File: config.mk
export PLATFORM = sky130hd
export DESIGN_NAME = mem_stage_lsu
export DESIGN_NICKNAME = d
export VERILOG_FILES = /design/src/rtl/lsu_pkg.sv /design/src/rtl/lsu_align.sv /design/src/rtl/mem_stage_lsu.sv
export SDC_FILE = /design/constraint.sdc
export NUM_CORES = 1
export LEC_CHECK = 0
export CAP_MARGIN = 20
export CORE_UTILIZATION = 43
export CTS_CLUSTER_DIAMETER = 100
export DETAILED_ROUTE_END_ITERATION = 10
export GPL_ROUTABILITY_DRIVEN = 0
export PLACE_DENSITY = 0.76
export SLEW_MARGIN = 30
export SYNTH_ARGS = -nofsm -noshare
export SYNTH_HDL_FRONTEND = slang
export SYNTH_SLANG_ARGS = --single-unit
File: constraint.sdc
create_clock -name clk -period 2.2 [get_ports clk]
set_input_delay 0.55 -clock clk [delete_from_list [all_inputs] [get_ports clk]]
set_output_delay 0.55 -clock clk [all_outputs]
set_load 0.005 [all_outputs]
File: src/rtl/lsu_pkg.sv
// Shared definitions for the load/store memory stage: access sizes, writeback
// select encodings and the FSM state type.
package lsu_pkg;

   localparam logic [1:0] SZ_B = 2'd0;
   localparam logic [1:0] SZ_H = 2'd1;
   localparam logic [1:0] SZ_W = 2'd2;
   localparam logic [1:0] SZ_D = 2'd3;

   localparam int F3_ZEXT_BIT = 2;

   localparam logic [2:0] WB_ALU = 3'b000;
   localparam logic [2:0] WB_MEM = 3'b100;

   typedef enum logic [1:0] {
      S_IDLE = 2'd0,
      S_REQ  = 2'd1,
      S_RSP  = 2'd2,
      S_DONE = 2'd3
   } lsu_state_e;

   // Doubleword encodings fall back to word on a 32-bit datapath.
   function automatic logic [1:0] eff_size(input logic [2:0] funct3, input int xlen);
      logic [1:0] sz;
      sz = funct3[1:0];
      if (sz == SZ_D && xlen != 64) sz = SZ_W;
      return sz;
   endfunction

endpackage

File: src/rtl/lsu_align.sv
// Byte-lane alignment for the memory stage: store enables/replication and
// misalignment on one side, load lane select and extension on the other.
module lsu_align import lsu_pkg::*; #(
   parameter  int XLEN  = 32,
   localparam int NB    = XLEN / 8,
   localparam int OFF_W = $clog2(XLEN / 8)
) (
   input  logic [1:0]       st_size,
   input  logic [OFF_W-1:0] st_off,
   input  logic [XLEN-1:0]  st_data,
   output logic [NB-1:0]    be,
   output logic [XLEN-1:0]  wdata,
   output logic             misalign,
   input  logic [2:0]       ld_funct3,
   input  logic [OFF_W-1:0] ld_off,
   input  logic [XLEN-1:0]  rdata,
   output logic [XLEN-1:0]  ld_data
);

   logic [OFF_W-1:0] st_mask;
   logic [NB-1:0]    be_base;
   logic [1:0]       ld_size;
   logic [XLEN-1:0]  ld_shift;
   logic [XLEN-1:0]  ld_mask;
   logic             ld_sign;

   always_comb begin
      st_mask = '0;
      be_base = '0;
      wdata   = '0;
      case (st_size)
         SZ_B: begin
            st_mask = '0;
            be_base = NB'(8'h01);
            wdata   = {NB{st_data[7:0]}};
         end
         SZ_H: begin
            st_mask = OFF_W'(1);
            be_base = NB'(8'h03);
            wdata   = {(NB/2){st_data[15:0]}};
         end
         SZ_W: begin
            st_mask = OFF_W'(3);
            be_base = NB'(8'h0F);
            wdata   = {(NB/4){st_data[31:0]}};
         end
         default: begin
            st_mask = OFF_W'(7);
            be_base = NB'(8'hFF);
            wdata   = st_data;
         end
      endcase
      misalign = |(st_off & st_mask);
      be       = be_base << st_off;
   end

   always_comb begin
      ld_size  = eff_size(ld_funct3, XLEN);
      ld_shift = rdata >> {ld_off, 3'b000};
      ld_mask  = '1;
      ld_sign  = 1'b0;
      case (ld_size)
         SZ_B:    begin ld_mask = XLEN'(8'hFF);         ld_sign = ld_shift[7];      end
         SZ_H:    begin ld_mask = XLEN'(16'hFFFF);      ld_sign = ld_shift[15];     end
         SZ_W:    begin ld_mask = XLEN'(32'hFFFF_FFFF); ld_sign = ld_shift[31];     end
         default: begin ld_mask = '1;                   ld_sign = ld_shift[XLEN-1]; end
      endcase
      ld_sign = ld_sign & ~ld_funct3[F3_ZEXT_BIT];
      ld_data = (ld_shift & ld_mask) | (ld_sign ? ~ld_mask : '0);
   end

endmodule

File: src/rtl/mem_stage_lsu.sv
// Multi-cycle memory stage: one instruction at a time, request/grant/response
// memory port, registered writeback pulse.
//
// state  | meaning
// IDLE   | ready for a new instruction
// REQ    | memory request held until granted
// RSP    | load granted, waiting for read data
// DONE   | wb_valid pulse, upstream stalled
module mem_stage_lsu import lsu_pkg::*; #(
   parameter int XLEN   = 32,
   parameter int ADDR_W = 32
) (
   input  logic                clk,
   input  logic                rst,
   input  logic                in_valid,
   output logic                in_ready,
   input  logic [XLEN-1:0]     in_alu_result,
   input  logic [XLEN-1:0]     in_store_data,
   input  logic [4:0]          in_rd,
   input  logic                in_rd_wen,
   input  logic                in_mem_we,
   input  logic                in_mem_re,
   input  logic [2:0]          in_funct3,
   input  logic [2:0]          in_wb_sel,
   input  logic [ADDR_W-1:0]   in_pc,
   output logic                mem_req,
   input  logic                mem_gnt,
   output logic                mem_we,
   output logic [ADDR_W-1:0]   mem_addr,
   output logic [XLEN-1:0]     mem_wdata,
   output logic [XLEN/8-1:0]   mem_be,
   input  logic                mem_rvalid,
   input  logic [XLEN-1:0]     mem_rdata,
   output logic                wb_valid,
   output logic [4:0]          wb_rd,
   output logic                wb_rd_wen,
   output logic [XLEN-1:0]     wb_data,
   output logic [ADDR_W-1:0]   wb_pc,
   output logic                wb_misalign
);

   localparam int NB    = XLEN / 8;
   localparam int OFF_W = $clog2(NB);

   lsu_state_e        state_q, state_d;

   logic [4:0]        rd_q;
   logic              rd_wen_q;
   logic              we_q;
   logic [2:0]        funct3_q;
   logic [2:0]        wb_sel_q;
   logic [ADDR_W-1:0] pc_q;
   logic [XLEN-1:0]   alu_q;
   logic [OFF_W-1:0]  off_q;

   logic [ADDR_W-1:0] in_addr;
   logic              in_is_mem;
   logic              in_misalign;
   logic [NB-1:0]     st_be;
   logic [XLEN-1:0]   st_wdata;
   logic [XLEN-1:0]   ld_data;

   assign in_ready  = (state_q == S_IDLE);
   assign in_addr   = ADDR_W'(in_alu_result);
   assign in_is_mem = in_mem_we | in_mem_re;

   lsu_align #(.XLEN(XLEN)) u_align (
      .st_size   (eff_size(in_funct3, XLEN)),
      .st_off    (in_alu_result[OFF_W-1:0]),
      .st_data   (in_store_data),
      .be        (st_be),
      .wdata     (st_wdata),
      .misalign  (in_misalign),
      .ld_funct3 (funct3_q),
      .ld_off    (off_q),
      .rdata     (mem_rdata),
      .ld_data   (ld_data)
   );

   always_ff @(posedge clk) begin
      if (rst) state_q <= S_IDLE;
      else     state_q <= state_d;
   end

   always_comb begin
      state_d = state_q;
      case (state_q)
         S_IDLE:  if (in_valid) state_d = (in_is_mem && !in_misalign) ? S_REQ : S_DONE;
         S_REQ:   if (mem_gnt) state_d = we_q ? S_DONE : S_RSP;
         S_RSP:   if (mem_rvalid) state_d = S_DONE;
         S_DONE:  state_d = S_IDLE;
         default: state_d = S_IDLE;
      endcase
   end

   always_ff @(posedge clk) begin
      if (rst) begin
         rd_q        <= '0;
         rd_wen_q    <= 1'b0;
         we_q        <= 1'b0;
         funct3_q    <= '0;
         wb_sel_q    <= '0;
         pc_q        <= '0;
         alu_q       <= '0;
         off_q       <= '0;
         mem_req     <= 1'b0;
         mem_we      <= 1'b0;
         mem_addr    <= '0;
         mem_wdata   <= '0;
         mem_be      <= '0;
         wb_valid    <= 1'b0;
         wb_rd       <= '0;
         wb_rd_wen   <= 1'b0;
         wb_data     <= '0;
         wb_pc       <= '0;
         wb_misalign <= 1'b0;
      end else begin
         wb_valid <= 1'b0;
         case (state_q)
            S_IDLE: if (in_valid) begin
               rd_q     <= in_rd;
               rd_wen_q <= in_rd_wen;
               we_q     <= in_mem_we;
               funct3_q <= in_funct3;
               wb_sel_q <= in_wb_sel;
               pc_q     <= in_pc;
               alu_q    <= in_alu_result;
               off_q    <= in_alu_result[OFF_W-1:0];
               if (in_is_mem && !in_misalign) begin
                  mem_req   <= 1'b1;
                  mem_we    <= in_mem_we;
                  mem_addr  <= in_addr & ~ADDR_W'(NB - 1);
                  mem_wdata <= in_mem_we ? st_wdata : '0;
                  mem_be    <= st_be;
               end else begin
                  // Only a misaligned access can reach here as a memory op.
                  wb_valid    <= 1'b1;
                  wb_rd       <= in_rd;
                  wb_pc       <= in_pc;
                  wb_misalign <= in_is_mem;
                  wb_rd_wen   <= in_rd_wen & ~in_is_mem;
                  wb_data     <= (!in_is_mem && in_wb_sel == WB_ALU) ? in_alu_result : '0;
               end
            end
            S_REQ: if (mem_gnt) begin
               mem_req   <= 1'b0;
               mem_we    <= 1'b0;
               mem_addr  <= '0;
               mem_wdata <= '0;
               mem_be    <= '0;
               if (we_q) begin
                  wb_valid    <= 1'b1;
                  wb_rd       <= rd_q;
                  wb_rd_wen   <= rd_wen_q;
                  wb_pc       <= pc_q;
                  wb_misalign <= 1'b0;
                  wb_data     <= (wb_sel_q == WB_ALU) ? alu_q : '0;
               end
            end
            S_RSP: if (mem_rvalid) begin
               wb_valid    <= 1'b1;
               wb_rd       <= rd_q;
               wb_rd_wen   <= rd_wen_q;
               wb_pc       <= pc_q;
               wb_misalign <= 1'b0;
               wb_data     <= (wb_sel_q == WB_MEM) ? ld_data :
                              (wb_sel_q == WB_ALU) ? alu_q : '0;
            end
            default: ;
         endcase
      end
   end

endmodule

Figure 1. Power grid.
(2 px per µm) Pins as bars on the die edge.
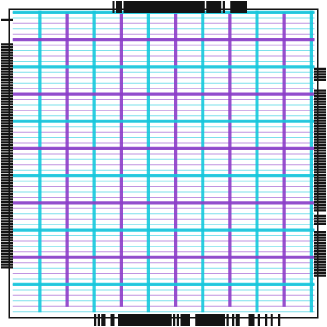
VDD: marked purple. VSS: marked cyan.
290 signal pins sit on the boundary. 11 straps on met4. 56 met1 rails follow the rows. 11 straps on met5.

Figure 2. Clock network drawn from the DEF.
(4 px per µm)
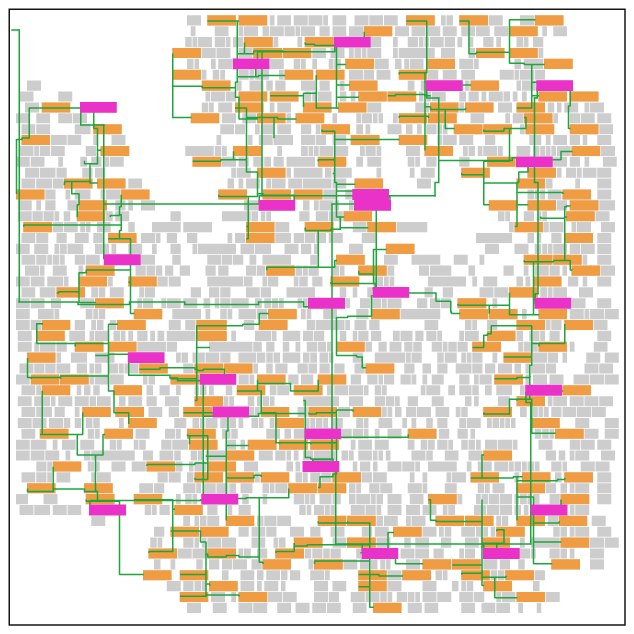
flip-flops: marked orange, count 219. clock wires: marked green, length 2850 µm. cells driving clock nets: marked magenta, count 24.
Position of the flops: widely spread. There are 25 routed clock nets.

Figure 3. Routing congestion map.
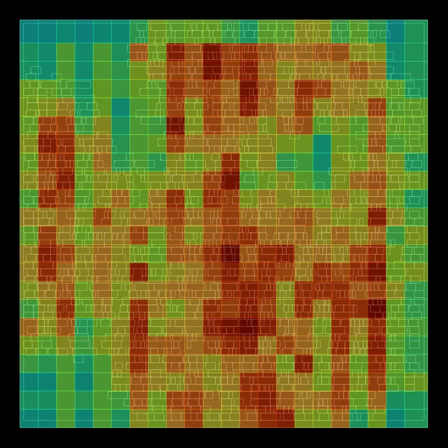
met1 GRT Util: 34.4%
met2 Track Usage GR: 46.5%

==> results.yml <==
# flow metrics
critical_path:
  cp-start-kind: "flip-flop"
  r2r_slack_ns: 0.07
  worstSetupPathType: "flip-flop to flip-flop"
  cp_slowest_cell: "dfxtp_2"
  cp_top_family: "buffers and inverters"
  ff2ff_path_depth: 9
  crit_end: "wb_rd_wen"
floorplan:
  tap_cells: 285
  die_x_um: 154
  io_pins: 290
  rows: 55
  dieArea_um2: 23600
  initial_utilization_pct: 43.8
layout:
  buffer_area_share_pct: 26.5
  seq_cells: 219
  diodes: 0
  drive_above_1_share_pct: 11.9
  seq_share_pct: 30.3
  sh_comb_area_pct: 34.8
  design_area_um2: 14500
  seq_area_um2: 4390
  nNonClkBuffers: 385
  nMultiInputCombCells: 839
  lay_top_count: "clkdlybuf4s50_1"
  n_fill_cell: 1883
  nets: 1632
place:
  numPortBuffers: 287
  dpl.cell_count: 1735
run_status:
  status: "completed"
sta:
  timing_hold_violations_final: 0
  worstMarginPinSlew_ns: 0.733
  slew_headroom_pct: 50.9
  setup_ws_ns: 0.0701
  post-route-period-util_pct: 96.8
  holdWs_ns: 0.450
global_route:
  grt_pass1_wl_um: 52900
  grt_pass1_vias: 9794
  grt_max_degree: 78
  gr-total-overflow: 0
logic_synthesis:
  ys_ff: 219
  synth_area_um2: 9880
  avgSynthCellArea_um2: 8.41
  synth_warnings: 0
  yosys_area_um2: 9880
power_and_ir_drop:
  power_mw: 18.5
clock_tree:
  cts.path.max_buffers: 3
  cts_root_buf: "clkbuf_16"
  numCtsBuffers: 24
  cts_hold_buf: 0
routing:
  drt-initial-drc-count: 621
  wl_per_cell_um: 19.2
  drc_errors: 0
min_path:
  min_path_type: "flip-flop to flip-flop"
[Yosys cell counts (2+ instances only)]
cell,count,area (µm²)
a211o_1,2,17.5
a211oi_1,51,383
a21oi_1,136,681
a221oi_1,19,166
a222oi_1,6,60.1
a22oi_1,33,248
a32o_1,6,60.1
and2_1,6,37.5
and2b_1,2,15.0
and3_1,5,31.3
and4bb_2,2,25.0
buf_1,9,33.8
buf_2,33,165
buf_4,6,45.0
clkbuf_1,55,206
clkbuf_2,2,10.0
dfxtp_1,219,4380
ha_1,4,50.1
inv_1,11,41.3
mux2_2,18,203
mux2i_1,67,671
nand2_1,221,830
nand2b_1,2,12.5
nand3_1,12,60.1
nand3b_1,37,278
nand4_1,2,12.5
nor2_1,115,432
nor2b_1,2,12.5
nor3_1,19,95.1
nor4b_1,3,26.3
o211ai_1,6,45.0
o21ai_0,20,100
o221ai_1,4,35.0
o311a_1,5,50.1
o41ai_1,6,52.6
or2_2,2,12.5
or3_1,2,12.5
[power breakdown]
group | switching (mW) | internal (mW) | leakage [nW]
Clock | 1.64 | 2.48 | 0.398
Combinational | 4.51 | 4.31 | 3.14
Sequential | 0.573 | 4.99 | 1.79
Total | 6.73 | 11.8 | 5.34
[cell families after synthesis]
group | count (synthesis) | share of synthesized area (%)
xor gates and xnor gates | 1 | 0.0887
adders and majority gates | 4 | 0.507
muxes | 87 | 9.26
and+or+nand+nor | 436 | 19.4
AOI/OAI and AO/OA | 309 | 21.0
DFF | 219 | 44.4
buffers and inverters | 118 | 5.23
other | 1 | 0.0380
[sequential cells by signal, summed over array words and instances (netlist names), 4 cells and up]
register	count
pc_q	32
mem_wdata	32
wb_rd	5
wb_pc	32
mem_be	4
mem_addr	30
alu_q	32
rd_q	5
wb_data	32
Power and IR drop assume default switching activity.
